File: src/rtl/sn74x163.sv
// Purpose : synchronous presettable up/down binary counter, modulus MAX+1, cascadable via RCO.
// Latency : Q is registered, one CLK edge from controls to Q; RCO is combinational from Q/UP/ENT.
// Backpressure: none; counting is gated only by ENP & ENT, which are sampled every edge.
//
// Ports:
//   CLK  - single clock, all state changes on the rising edge
//   CLR  - synchronous active-high clear (highest priority)
//   LOAD - synchronous active-high parallel load of D
//   ENP  - count enable P (does not affect RCO)
//   ENT  - count enable T, also gates RCO so stages chain ENT <- previous RCO
//   UP   - direction, 1 = up, 0 = down; RCO follows it in the same cycle
//   D    - parallel load data, WIDTH bits, accepted even when above MAX
//   Q    - counter state
//   RCO  - terminal count out: Q==MAX counting up, Q==0 counting down
module sn74x163 #(
    parameter int              WIDTH = 4,
    parameter longint unsigned MAX   = (64'd1 << WIDTH) - 64'd1
) (
    input  logic             CLK,
    input  logic             CLR,
    input  logic             LOAD,
    input  logic             ENP,
    input  logic             ENT,
    input  logic             UP,
    input  logic [WIDTH-1:0] D,
    output logic [WIDTH-1:0] Q,
    output logic             RCO
);

    // Largest value representable in WIDTH bits, computed in 64 bits so
    // WIDTH=32 does not overflow.
    localparam longint unsigned FULL_SCALE = (64'd1 << WIDTH) - 64'd1;

    // Parameter legality is checked while elaborating, so an illegal
    // configuration never reaches synthesis or simulation.
    if ((WIDTH < 2) || (WIDTH > 32)) begin : g_bad_width
        $fatal(1, "sn74x163: WIDTH=%0d is outside the legal range 2..32", WIDTH);
    end
    if ((MAX == 64'd0) || (MAX > FULL_SCALE)) begin : g_bad_max
        $fatal(1, "sn74x163: MAX=%0d is outside the legal range 1..%0d", MAX, FULL_SCALE);
    end

    localparam logic [WIDTH-1:0] MAX_Q  = WIDTH'(MAX);
    localparam logic [WIDTH-1:0] ZERO_Q = '0;
    localparam logic [WIDTH-1:0] ONE_Q  = WIDTH'(1);

    logic [WIDTH-1:0] q_r;
    logic [WIDTH-1:0] q_nxt;
    logic [WIDTH-1:0] q_cnt;
    logic             cnt_en;
    logic             at_max;
    logic             at_zero;

    assign at_max  = (q_r == MAX_Q);
    assign at_zero = (q_r == ZERO_Q);
    assign cnt_en  = ENP & ENT;

    // Count step. Up-counting uses >= rather than == so a value loaded above
    // MAX returns to 0 on the next up step instead of running on to the
    // natural binary wrap. Down-counting from an out-of-range value just
    // decrements, which brings it back into range after enough steps.
    always_comb begin
        q_cnt = q_r;
        if (UP) begin
            if (q_r >= MAX_Q) begin
                q_cnt = ZERO_Q;
            end else begin
                q_cnt = q_r + ONE_Q;
            end
        end else begin
            if (at_zero) begin
                q_cnt = MAX_Q;
            end else begin
                q_cnt = q_r - ONE_Q;
            end
        end
    end

    // Priority: clear, then load, then count, otherwise hold.
    always_comb begin
        q_nxt = q_r;
        if (CLR) begin
            q_nxt = ZERO_Q;
        end else if (LOAD) begin
            q_nxt = D;
        end else if (cnt_en) begin
            q_nxt = q_cnt;
        end
    end

    // No power-on value: Q stays unknown until the first clearing edge,
    // matching the discrete part this models.
    always_ff @(posedge CLK) begin
        q_r <= q_nxt;
    end

    assign Q = q_r;

    // RCO looks only at ENT, UP and the current state, so in a cascade each
    // stage's carry ripples combinationally into the next stage's ENT while
    // all stages still advance on the same edge.
    assign RCO = ENT & ((UP & at_max) | (~UP & at_zero));

endmodule
File: config.mk
export PLATFORM = sky130hd
export DESIGN_NAME = sn74x163
export DESIGN_NICKNAME = d
export VERILOG_FILES = /design/src/rtl/sn74x163.sv
export SDC_FILE = /design/constraint.sdc
export NUM_CORES = 1
export LEC_CHECK = 0
export ABC_AREA = 1
export CELL_PAD_IN_SITES_DETAIL_PLACEMENT = 1
export CELL_PAD_IN_SITES_GLOBAL_PLACEMENT = 1
export CORE_AREA = 2 2 39 41
export CTS_CLUSTER_DIAMETER = 150
export DETAILED_ROUTE_END_ITERATION = 12
export DIE_AREA = 0 0 41 43
export PLACE_DENSITY = 0.85
export SETUP_SLACK_MARGIN = 0.15
export SLEW_MARGIN = 20
export SYNTH_ARGS = -nofsm -noshare
export SYNTH_HDL_FRONTEND = slang
export SYNTH_SLANG_ARGS = --single-unit
File: constraint.sdc
create_clock -name CLK -period 3.3 [get_ports CLK]
set_clock_uncertainty 0.15 [all_clocks]
set_input_delay 0.66 -clock CLK [delete_from_list [all_inputs] [get_ports CLK]]
set_output_delay 0.66 -clock CLK [all_outputs]
set_load 0.02 [all_outputs]
Routed metal per tile:
Scale: 8 px per um. 8 x 9 tiles, from black (low) to pale yellow (high), scaled to the fullest tile. Values are wire area over tile area, all layers added.
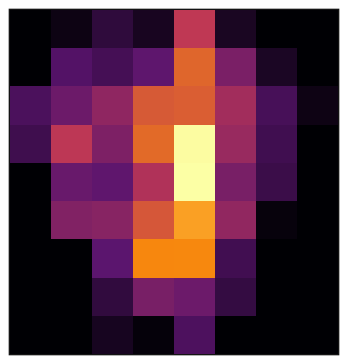
nearly empty tiles: 35%
mean over tiles: 0.092
tiles over half the peak: 15%

Metal 1:
Scale: 12 px per um. Supply wires on this layer in grey.
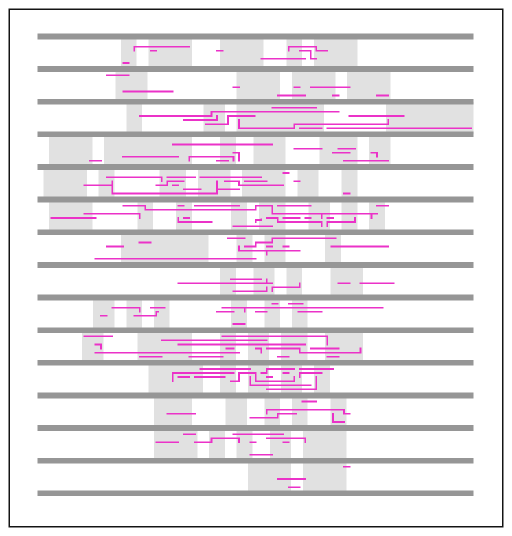
longest straight run: 13.3 um
wire length on this layer: 443 um
nets with wire on the layer: 74
share of all routed wire: 42%

==> results.py <==
# Synthesis and PnR figures
metrics = {
    "run_status": {
        "run_status": "finished, final reports clean",
    },
    "placement": {
        "place.gp.congestion": 0.7432,
        "dpl_cell_area_um2": 488.0,
        "portBuffers": 14,
        "post-place-cells": 84,
        "detailed_place_hpwl_um": 869.1,
    },
    "floorplan": {
        "placement_rows": 14,
        "die-area_mm2": 0.001763,
        "die.size.x_um": 41,
        "num_io_pins": 15,
        "floorplan.tapcells": 16,
        "floorplan.core_util_pct": 23.69,
    },
    "global_routing": {
        "global_route.usage.met3_pct": 3.141,
        "grt_busiest_layer": "met2",
        "grt.met1_usage_pct": 17.63,
        "via_count_of_the_first_global_routing_pass": 436,
        "grt.overflow.total": 0,
        "grt_first_pass_wirelength_um": 1807,
        "grt_start_max_net_pins": 8,
    },
    "power": {
        "irDropWorstVdd_mv": 0.1739,
        "seq_cell_power_mw": 0.0591,
        "powerDensity_mw_per_mm2": 359.6,
        "share_clk_of_total_power_pct": 35.6,
        "power_total_mw": 0.1836,
        "pg_comb_mw": 0.0592,
        "power.largest_group": "the clock network",
        "share_seq_of_total_power_pct": 32.2,
        "p_clk_mw": 0.0653,
        "power.leakage_nw": 0.2259,
    },
    "routing": {
        "route.final.wire_length_um": 1061,
        "m1WireLength_um": 442,
        "routed-via-count": 414,
        "topRoutingLayerUsed": "met4",
        "route.met2.wl_um": 586,
        "post_drt_wl_per_cell_um": 12.20,
        "wl_met3_um": 20,
    },
    "setup_path": {
        "path_delay_family": "buffers and inverters",
        "r2r-end": "Q[2]",
        "worst_path_required_time_ns": 2.49,
        "worstSetupPathType": "input port to output pin",
        "worstSetupPathDepth": 4,
        "arrival_ns": 2.02,
        "number_of_buffers_and_inverters_on_the_critical_path": 3,
        "startpoint_type": "input port",
        "timing.reg2reg.worst_path_depth": 9,
        "critical_path.most_common_cell": "sky130_fd_sc_hd__clkdlybuf4s50_1",
        "reg2reg_setup_slack_ns": 1.69,
        "crit_path_cell_trace": "clkdlybuf4s50_1 -> inv_1 -> a21oi_1 -> clkdlybuf4s50_1",
        "worstSetupStartpoint": "UP",
        "critPathCapture": "RCO",
        "critical_path.reg2reg.startpoint": "Q[0]",
        "crit_slowest_cell": "sky130_fd_sc_hd__clkdlybuf4s50_1",
    },
    "synth": {
        "synth-adder-area-share_pct": 7.634,
        "count_of_flip_flops_with_a_built_in_enable_after_synthesis": 0,
        "post_synth_main_logic_family": "simple AND/OR/NAND/NOR gates",
        "dominantRegCellSynth": "sky130_fd_sc_hd__dfxtp_1",
        "synth.largest_area_cell": "sky130_fd_sc_hd__dfxtp_1",
        "mappedNetlistNets": 66,
        "synth.top_cells.by_area": "sky130_fd_sc_hd__dfxtp_1, sky130_fd_sc_hd__nand2_1, sky130_fd_sc_hd__nand3_1",
        "syn-instance-count": 54,
        "syn-mean-instance-area_um2": 6.071,
        "synth_area_um2": 327.8,
        "synth_chip_area_um2": 327.8,
        "synth.distinct_cells": 16,
        "top_area_share_pct": 24.43,
        "mux_area_share_pct": 0,
        "ys_ff": 4,
        "postSynth.asyncResetShare_pct": 0,
        "yosys.area_share.aoi_pct": 18.70,
        "synth-xor-area-share_pct": 2.672,
    },
    "clocking": {
        "clk_transition_reported_paths_ns": 0.04,
        "cts_setup_buffers": 0,
        "total_cts_buffers": 3,
        "clk-insertion-delay-late_ns": 0.25,
        "resized_after_cts": 0,
        "ctsLongestPathBuffers": 2,
        "cts.sink_count": 4,
    },
    "final_layout": {
        "area_growth_pct": 55.73,
        "seq_share_pct": 15.69,
        "fraction_of_final_layout_cells_sized_beyond_drive_strength_1_pct": 9.859,
        "diodes": 0,
        "nonClockBufferCount": 14,
        "register_area_um2": 80.08,
        "final_util_pct": 36.89,
        "comb-cell-share_pct": 41.18,
        "nonClkBufAreaFrac_pct": 27.45,
        "biggestCellCategory": "combinational gates",
        "fillerInstances": 182,
        "layout.nets": 85,
        "area_share_clock_buf_inv_pct": 4.412,
        "layout_top_cell": "sky130_fd_sc_hd__clkdlybuf4s50_1",
        "layout.comb_gates.multi_input": 40,
        "logic_area_um2": 210.2,
        "largest_register_ff_count": 4,
    },
    "final_timing": {
        "layout_min_cycle_time_ns": 2.831,
        "grt_setup_unrepaired": "no",
        "hold_violations": 0,
        "post-route-worst-setup-slack_ns": 0.4685,
        "totalNegativeSetupSlack_ns": 0,
        "worstMarginPinSlew_ns": 0.2680,
    },
    "worst_hold_path": {
        "min_path_cells": 2,
        "worstHoldPathType": "flop to flop",
    },
    "run": {
        "stage_log_warnings": 27,
    },
}
Power and IR drop assume default switching activity.
